File: src/rtl/stream_demux.sv
// stream_demux: registered 1-to-NOUT valid/ready demultiplexer with one beat slot per channel.
// Define STREAM_DEMUX_PKT_LOCK_EN to hold the route for a whole packet.
module stream_demux #(
    parameter int DW   = 3,
    parameter int NOUT = 2,
    localparam int SW  = (NOUT > 2) ? $clog2(NOUT) : 1
) (
    input  logic               clk,
    input  logic               rst_n,
    input  logic               in_valid,
    output logic               in_ready,
    input  logic [DW-1:0]      in_data,
    input  logic [SW-1:0]      in_sel,
    input  logic               in_last,
    output logic [NOUT-1:0]    out_valid,
    input  logic [NOUT-1:0]    out_ready,
    output logic [NOUT*DW-1:0] out_data,
    output logic [NOUT-1:0]    out_last,
    output logic [7:0]         err_cnt
);

    logic [SW-1:0]   route;
    logic [NOUT-1:0] hit;
    logic [NOUT-1:0] slot_free;
    logic            drop;
    logic            accept;

`ifdef STREAM_DEMUX_PKT_LOCK_EN
    typedef enum logic {
        IDLE   = 1'b0,
        LOCKED = 1'b1
    } state_t;

    state_t        state;
    state_t        state_nxt;
    logic [SW-1:0] lock_sel;

    always_ff @(posedge clk or negedge rst_n) begin
        if (!rst_n) begin
            state    <= IDLE;
            lock_sel <= '0;
        end else begin
            state <= state_nxt;
            if (state == IDLE && accept && !in_last)
                lock_sel <= in_sel;
        end
    end

    always_comb begin
        state_nxt = state;
        unique case (state)
            IDLE:   if (accept && !in_last) state_nxt = LOCKED;
            LOCKED: if (accept && in_last)  state_nxt = IDLE;
        endcase
    end

    always_comb begin
        route = in_sel;
        if (state == LOCKED)
            route = lock_sel;
    end
`else
    assign route = in_sel;
`endif

    // Non-power-of-2 NOUT leaves select codes with no channel; those beats are dropped.
    assign drop      = 32'(route) >= NOUT;
    assign slot_free = ~out_valid | out_ready;

    always_comb begin
        hit = '0;
        for (int k = 0; k < NOUT; k++)
            hit[k] = (32'(route) == k);
    end

    assign in_ready = rst_n && (drop || (|(hit & slot_free)));
    assign accept   = in_valid && in_ready;

    always_ff @(posedge clk or negedge rst_n) begin
        if (!rst_n) begin
            out_valid <= '0;
            out_data  <= '0;
            out_last  <= '0;
        end else begin
            for (int k = 0; k < NOUT; k++) begin
                if (accept && hit[k]) begin
                    out_valid[k]         <= 1'b1;
                    out_data[k*DW +: DW] <= in_data;
                    out_last[k]          <= in_last;
                end else if (out_ready[k]) begin
                    out_valid[k] <= 1'b0;
                end
            end
        end
    end

    always_ff @(posedge clk or negedge rst_n) begin
        if (!rst_n)
            err_cnt <= '0;
        else if (accept && drop && err_cnt != 8'hFF)
            err_cnt <= err_cnt + 8'd1;
    end

endmodule

File: config.mk
export PLATFORM = sky130hd
export DESIGN_NAME = stream_demux
export DESIGN_NICKNAME = d
export VERILOG_FILES = /design/src/rtl/stream_demux.sv
export SDC_FILE = /design/constraint.sdc
export NUM_CORES = 1
export LEC_CHECK = 0
export CAP_MARGIN = 0
export CORE_MARGIN = 10
export CORE_UTILIZATION = 35
export CTS_BUF_LIST = sky130_fd_sc_hd__clkbuf_16
export CTS_CLUSTER_SIZE = 12
export DETAILED_ROUTE_END_ITERATION = 12
export GPL_TIMING_DRIVEN = 0
export PLACE_DENSITY = 0.76
export SETUP_SLACK_MARGIN = 0.2
export SLEW_MARGIN = 5
export SYNTH_ARGS = -nofsm -noshare
export SYNTH_HDL_FRONTEND = slang
export SYNTH_SLANG_ARGS = --single-unit
File: constraint.sdc
create_clock -name clk -period 1.4 [get_ports clk]
set_input_delay 0.28 -clock clk [delete_from_list [all_inputs] [get_ports clk]]
set_output_delay 0.28 -clock clk [all_outputs]
set_load 0.05 [all_outputs]
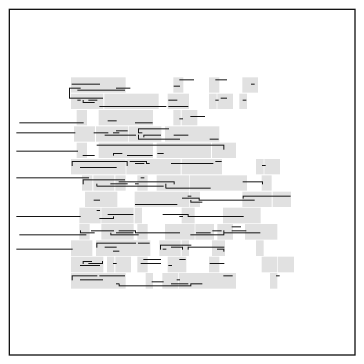
Fig. 1. Signal wires on met1 (run 1).
Scale: 6 px per um. Cells faint in the background.
The longest straight run is 21.2 um. The wires run mostly horizontal.
met1 Use GR: 7.836%
vias: 376
WL final: 1202 um

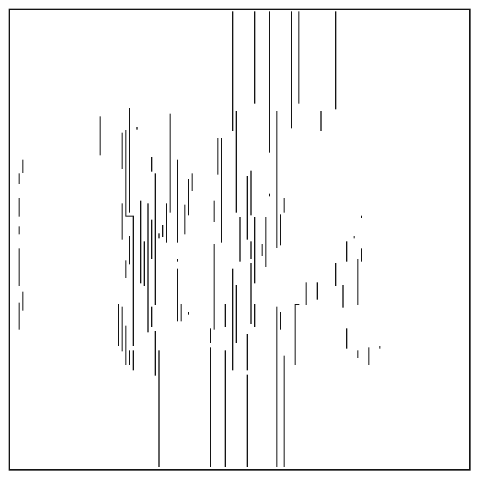
Fig. 2. M2 wires (run 1).
Scale: 8 px per um.
72 nets have wire on it. The longest straight run is 19.9 um. The layer carries 554 um of wire. The wires run mostly vertical.
GRT met2 Usage: 11.35%

==> flow_metrics.py, run 1 <==
# Metrics from the implementation run
metrics = {
    "layout": {
        "drive_above_1_share_pct": 58.57,
        "layout_top_cell": "buf_2",
        "diodes": 0,
        "instances_no_fill": 85,
        "syn2layout_area_growth_pct": 68.80,
        "nets": 81,
    },
    "drt": {
        "wl_met3_um": 190,
        "via_per_inst": 4.424,
        "top_layer_used": "met4",
        "drc": 0,
        "wl_met1_um": 441,
        "postRouteAntennaNets": 0,
        "dr.pass1.iters": 3,
        "met2WireLength_um": 554,
    },
    "floorplanning": {
        "chip_area_um2": 3293,
        "coreArea_um2": 1318,
        "rows": 13,
        "fp_util_pct": 37.13,
        "die_y_um": 57.39,
    },
    "job": {
        "drv_cap": 0,
    },
    "critical_path": {
        "crit_arrival_ps": 1040,
        "cp-endpoint": "in_ready",
        "critPathKind": "reg2out",
        "worstReg2RegEnd": "out_data[0]",
        "reg2reg_setup_slack_ps": 170,
        "crit_buf_inv": 1,
        "crit_path_max_fanout": 3,
        "cp.required_ps": 1120,
        "r2r-start": "out_valid[0]",
        "max_stage_delay_ps": 370,
        "cpLargestDelayFamily": "flip-flops",
        "cpMaxStageDelayCell": "dfrtp_2",
        "path_cells": "nand2b_4 -> o211a_4 -> buf_8",
    },
    "logic_synthesis": {
        "avgSynthCellArea_um2": 13.22,
        "most_common_cell": "dfrtp_1",
        "yosys-stat-cells": 37,
        "ys_ff": 10,
        "flop_cell": "dfrtp_1",
        "ys_seq_share_pct": 51.15,
        "yosys.area_share.xor_xnor_pct": 0,
        "largest_area_cell": "dfrtp_1",
        "synthTopLogicFamily": "multiplexers",
        "yosys_warnings": 0,
        "ys_sh_adder_pct": 0,
        "edf_count": 0,
    },
    "global_routing": {
        "grt_max_degree": 11,
        "grt_pass1_vias": 444,
        "top_usage_layer": "met2",
        "antenna_found_initial": 0,
        "grt-ovfl-total": 0,
        "gr-usage-all-layers_pct": 7.713,
    },
    "place": {
        "numPlacedInstances": 79,
        "place_congestion": 0.6279,
        "dp_hpwl_um": 958.5,
    },
    "power": {
        "ir_worst_vdd_mv": 0.9387,
        "p_sw_share_pct": 35.46,
        "p_comb_share_pct": 35.1,
        "p_per_area_nw_per_um2": 1642,
        "leakagePower_nw": 0.4240,
        "clkPwrFrac_pct": 37.3,
        "cell_internal_pwr_mw": 0.8754,
        "seqPwrFrac_pct": 27.6,
        "p_switching_mw": 0.4809,
    },
    "clocking": {
        "cts-hold-fix-buffers": 1,
        "clkSlewWorstSetupHoldPaths_ps": 40,
        "cts_tree": "yes",
        "clk_path_buf_depth": 2,
        "cts.sinks": 10,
        "root_buffer": "clkbuf_16",
        "insertion_delay_ps": 230,
        "cts_resized": 76,
    },
    "run_status": {
        "status": "complete, no violations",
    },
    "sta": {
        "max_freq_mhz": 757.2,
        "whs_ps": 362.8,
        "rsz0062_at_grt": "true",
        "finalSetupViolCount": 0,
        "min_period_ps": 1321,
        "skew_ps": 0.5790,
        "hold_viol": 0,
    },
    "hold_path": {
        "hold_class": "in2reg",
        "hold_depth": 2,
        "worstHoldEndpoint": "out_valid[0]",
    },
}
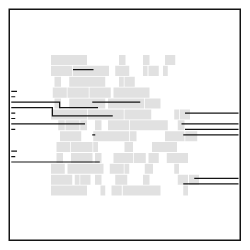
Fig. 3. Met3 routing (run 1).
Scale: 4 px per um. Cells faint in the background.
The layer holds 16% of the routed length. The layer carries 190 um of wire. The longest straight run is 21.8 um. The wires run mostly horizontal.
met3 Use GR: 6.416%

==> run 1: flip-flops by register name, summed over array words and instances (netlist names) <==
name / flops
out_valid: 2
out_data: 6
out_last: 2
==> run 1: stage by stage <==
step	worst slack [ps]	area, um^2	power, mW	TNS [ps]	util (%)
2_1_floorplan	48.25	533.0	0.7157	0	-
3_3_place_gp	-1113	752.0	0.8787	-7171	57.07
3_5_place_dp	-1123	752.0	0.8842	-7459	57.07
4_1_cts	49.93	830.8	1.371	0	63.06
5_1_grt	33.80	825.8	1.413	0	62.68
6_report	79.34	825.8	1.356	0	62.68
==> run 1: final cells by class <==
cell class              instances  area [um^2]
clock inverters                 1        3.754
plain buffers                   8        60.06
repair buffers                 22        162.7
multi-input cells              26        252.7
clock buffers                   3        75.07
fillers                       113        491.7
flip-flops and latches         10        252.7
well taps                      15        18.77
==> inputs of run 2 (changes only) <==
Settings changed: SKIP_CTS_REPAIR_TIMING set to 1.
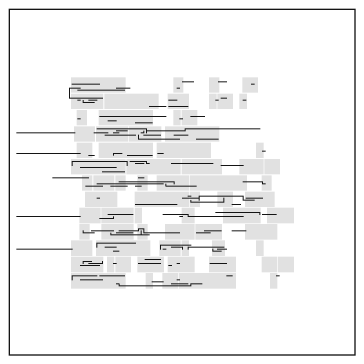
Fig. 4. Signal wires on met1 (run 2).
Scale: 6 px per um. Cells faint in the background.
The layer holds 34% of the routed length. The wires run mostly horizontal. The layer carries 419 um of wire.
met1 Use GR: 6.841%
WL final: 1233 um
vias: 380

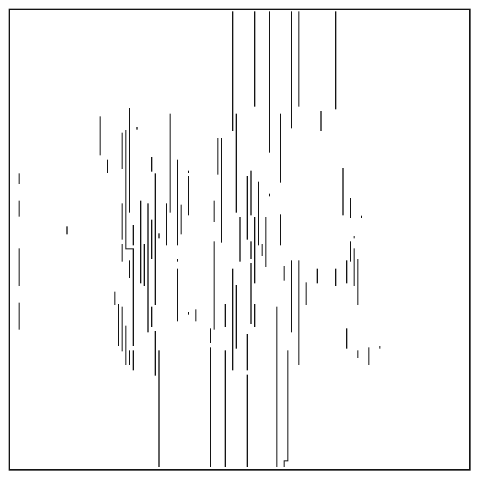
Fig. 5. M2 wires (run 2).
Scale: 8 px per um.
The wires run mostly vertical. The layer carries 575 um of wire.
GRT met2 Usage: 11.20%

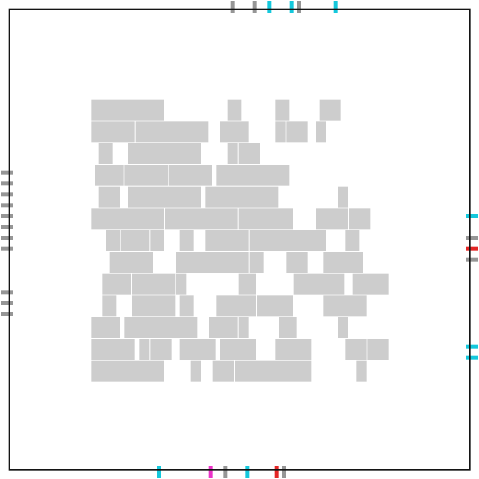
Fig. 6. I/O pins on the die edge (run 2).
Scale: 8 px per um. Pins as bars across the die edge, other pins in grey.
Key: out_ready = red [pins 2, direction input, edge 1 east, 1 south]; err_cnt = cyan [pins 8, direction output, edge 3 east, 3 north, 2 south]; in_sel = magenta [pins 1, direction input, edge south]
Die Wd: 57.39 um
count of input and output buffers: 20

==> run 2 against run 1 <==
Worst hold slack lost 13 ps. Wire length grew 2.6%. Largest cell class unchanged. Final area grew 3.5%. Sequential power is essentially flat. Largest power group unchanged. Highest routed layer unchanged. Critical endpoint unchanged. Area after synthesis is the same.
==> flow_metrics.py, run 2 <==
# Metrics from the implementation run
metrics = {
    "hold_path": {
        "hold_depth": 3,
    },
    "logic_synthesis": {
        "ys_seq_share_pct": 51.15,
        "avgSynthCellArea_um2": 13.22,
        "edf_count": 0,
        "ys_ff": 10,
        "most_common_cell": "dfrtp_1",
    },
    "layout": {
        "clkCellAreaFrac_pct": 9.224,
        "seq_cell_count": 10,
        "finalInstanceArea_um2": 854.6,
        "syn2layout_area_growth_pct": 74.68,
        "drive_above_1_share_pct": 55.71,
        "regMostFlops": "out_data",
        "sh_seq_area_pct": 29.58,
        "instances_no_fill": 85,
        "final-comb-area_um2": 252.7,
        "inv_count": 0,
        "sh_comb_area_pct": 29.58,
        "area_dominant_class": "registers",
        "diodes": 0,
        "postLayoutCoreUtil_pct": 64.86,
        "n_all_buffers": 30,
    },
    "power": {
        "p_per_area_nw_per_um2": 1592,
        "p_switching_mw": 0.4816,
        "p_comb_share_pct": 35.2,
        "p_sw_share_pct": 35.39,
    },
    "clocking": {
        "clk_path_buf_depth": 2,
        "clkSlewWorstSetupHoldPaths_ps": 40,
        "cts.sinks": 10,
        "insertion_delay_ps": 230,
        "cts_tree": "yes",
    },
    "drt": {
        "top_layer_used": "met4",
        "dr.pass1.iters": 4,
        "wl_met1_um": 419,
        "wl_met3_um": 222,
        "drc": 0,
    },
    "critical_path": {
        "critPathKind": "reg2out",
        "crit_path_max_fanout": 3,
        "reg2reg_setup_slack_ps": 170,
        "crit_arrival_ps": 1040,
    },
    "sta": {
        "tns_ps": 0,
        "layout_setup_ws_ps": 79.07,
    },
    "global_routing": {
        "grt-ovfl-total": 0,
        "grt_pass1_vias": 434,
        "top_usage_layer": "met2",
        "gr-usage-all-layers_pct": 7.492,
        "gr-usage-met3_pct": 7.301,
    },
    "run_status": {
        "status": "complete, no violations",
    },
    "floorplanning": {
        "fp_util_pct": 37.13,
        "tapCellCount": 15,
        "chip_area_um2": 3293,
        "rows": 13,
    },
    "place": {
        "dp_hpwl_um": 958.5,
        "pre_cts_slack_ps": -1123,
    },
}
run 2: cell families (layout without fill, tap and decap cells):
kind of cell | after synthesis | count (layout) | share of synthesized area [%]
AND-OR/OR-AND | 2 | 2 | 3.068
buffers and inverters | 8 | 34 | 12.28
flip-flops | 10 | 10 | 51.15
multiplexers | 8 | 8 | 18.42
other | 1 | 8 | 0.7665
AND/OR/NAND/NOR | 8 | 8 | 14.32
run 2: worst max-delay path: stages (launching register included):
cell      delay (ps)
dfrtp_2          370
nand2b_4          60
o211a_4          230
buf_8            140
run 2: path summary, 6_finish.rpt:
path	from	to
worst min-delay path	out_ready[1]	out_valid[1]
worst max register to register	out_valid[0]	out_data[0]
worst max-delay path	out_valid[0]	in_ready
worst min register to register	out_data[5]	out_data[5]
max in group asynchronous	rst_n	out_valid[0]
min in group asynchronous	rst_n	out_data[0]
==> inputs of run 3 (changes only) <==
Settings changed: ABC_AREA set to 1, CORE_MARGIN 10 to not set, CORE_UTILIZATION 35 to 36, CTS_CLUSTER_SIZE 12 to 20.
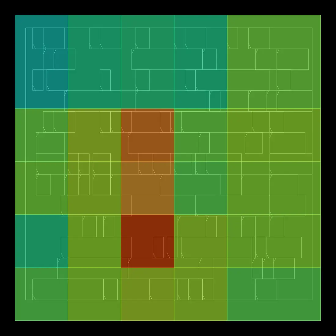
Fig. 7. Routing congestion map (run 3).
WL per Instance: 10.57 um
met3 Use GR: 5.682%
met1 Use GR: 15.55%
GRT Resource Usage Total: 14.30%

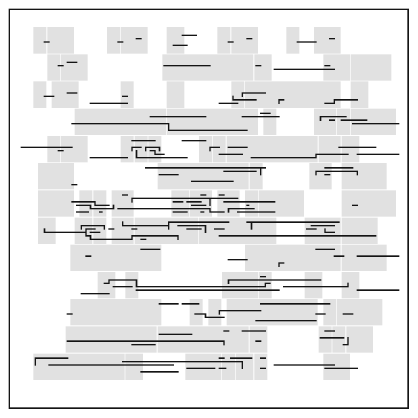
Fig. 8. Signal wires on met1 (run 3).
Scale: 10 px per um. Cells faint in the background.
The layer carries 448 um of wire. The wires run mostly horizontal. The longest straight run is 15.6 um. The layer holds 41% of the routed length. 83 nets have wire on it.
WL final: 1099 um
vias: 454

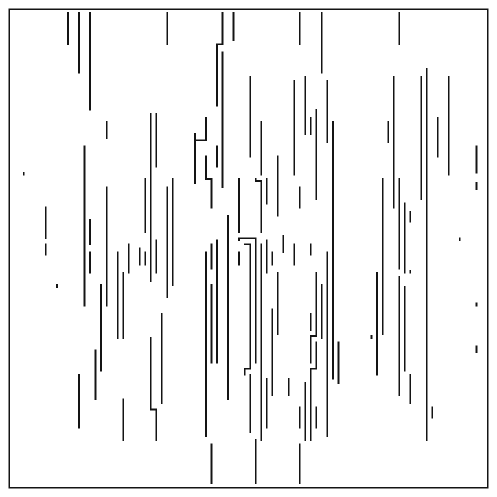
Fig. 9. M2 wires (run 3).
Scale: 12 px per um.
85 nets have wire on it. The layer holds 52% of the routed length. The layer carries 573 um of wire. The wires run mostly vertical. The longest straight run is 30.9 um.
GRT met2 Usage: 23.36%

==> run 3 against run 2 <==
Critical path depth rose by 1. Cell count up 22%. Combinational power fell by 15%. Fmax fell by 0.54%. First-iteration DRC count rose to 6.0 times the previous value. Count of clock-buffer cells in the layout stayed put. Worst hold slack better by 63 ps. Global-route usage grew 6.8 points. Non-clock buffer count grew 1. Sequential power is 3% lower.
==> flow_metrics.py, run 3 <==
# Metrics from the implementation run
metrics = {
    "run_status": {
        "status": "complete, no violations",
    },
    "sta": {
        "finalSetupViolCount": 0,
        "layout_setup_ws_ps": 71.90,
        "tns_ps": 0,
        "rsz0062_at_grt": "true",
        "hold_viol": 0,
        "whs_ps": 412.8,
        "max_freq_mhz": 753.0,
        "finalCritPeriodShare_pct": 94.86,
        "min_period_ps": 1328,
    },
    "layout": {
        "postLayoutCoreUtil_pct": 63.44,
        "syn2layout_area_growth_pct": 62.93,
        "diodes": 0,
        "instances_no_fill": 104,
        "regMostFlops": "out_data",
        "finalInstanceArea_um2": 835.8,
        "drive_above_1_share_pct": 38.20,
    },
    "logic_synthesis": {
        "synth.cell_area_um2": 513.0,
        "most_common_cell": "nand2_1",
        "ys_sh_aoi_pct": 3.902,
        "edf_count": 0,
        "yosys-stat-cells": 56,
        "synthTopLogicFamily": "simple AND/OR/NAND/NOR gates",
        "yosys_warnings": 0,
        "simple_gate_area_share_pct": 29.76,
        "ys_seq_share_pct": 48.78,
        "avgSynthCellArea_um2": 9.161,
        "ys_sh_adder_pct": 0,
        "ys_ff": 10,
        "mux_share_pct": 0,
        "yosys.area_share.xor_xnor_pct": 0,
    },
    "hold_path": {
        "worstHoldEndpoint": "out_valid[1]",
        "hold_class": "in2reg",
        "min_from": "out_ready[1]",
        "hold_depth": 4,
    },
    "power": {
        "leakagePower_nw": 0.4959,
        "p_per_area_nw_per_um2": 1503,
        "p_seq_mw": 0.365,
        "p_switching_mw": 0.4445,
        "p_comb_share_pct": 32.5,
        "p_sw_share_pct": 35.40,
        "ir_worst_vdd_mv": 1.003,
    },
    "critical_path": {
        "crit_arrival_ps": 1050,
        "cpMaxStageDelayCell": "dfrtp_2",
        "reg2reg_setup_slack_ps": 230,
        "critPathLaunch": "out_valid[0]",
        "path_cells": "nand2_2 -> nor2_2 -> nor2_4 -> buf_8",
        "reg2regPathDepth": 7,
        "critPathKind": "reg2out",
        "r2r-start": "out_valid[0]",
        "worstReg2RegEnd": "out_data[2]",
        "crit_path_max_fanout": 2,
        "path_depth": 4,
        "cp.required_ps": 1120,
        "cp-endpoint": "in_ready",
        "crit_buf_inv": 1,
        "max_stage_delay_ps": 390,
        "cpLargestDelayFamily": "flip-flops",
        "critPathCaptureType": "output pin",
    },
    "floorplanning": {
        "die_x_um": 39.75,
        "chip_area_um2": 1580,
        "rows": 13,
        "fp_util_pct": 38.94,
        "ios": 29,
        "die_y_um": 39.75,
    },
    "place": {
        "dp_hpwl_um": 732.4,
        "numPlacedInstances": 98,
        "pre_cts_slack_ps": -1196,
        "port_buffers": 20,
    },
    "clocking": {
        "clkSlewWorstSetupHoldPaths_ps": 40,
        "insertion_delay_ps": 230,
        "cts.sinks": 10,
        "clk_path_buf_depth": 2,
        "root_buffer": "clkbuf_16",
        "cts_tree": "yes",
        "htree_levels": 1,
    },
    "job": {
        "warning_count": 28,
    },
    "global_routing": {
        "grt_pass1_wl_um": 1435,
        "grt_pass1_vias": 391,
        "grt-ovfl-total": 0,
    },
    "drt": {
        "dr.pass1.iters": 4,
        "drc": 0,
    },
}
## run 3: cell type report
class / instances / area [um^2] / area share (%)
multi-input cells: 38 / 210.2 / 25.15
clock buffers: 3 / 75.07 / 8.982
repair buffers: 23 / 192.7 / 23.05
well taps: 15 / 18.77 / 2.246
flip-flops and latches: 10 / 252.7 / 30.24
plain buffers: 8 / 60.06 / 7.186
inverters: 7 / 26.28 / 3.144
## run 3: routing by layer
| metal | up-vias | track usage (%) | wire length (um) |
|---|---|---|---|
| met4 | 0 | 7.759 | 0 |
| met3 | 0 | 5.682 | 77 |
| met1 | 205 | 15.55 | 448 |
| met2 | 19 | 23.36 | 573 |
| met5 | - | 0 | 0 |
| li1 | 230 | - | - |
Power is estimated from default activity; no workload was simulated.
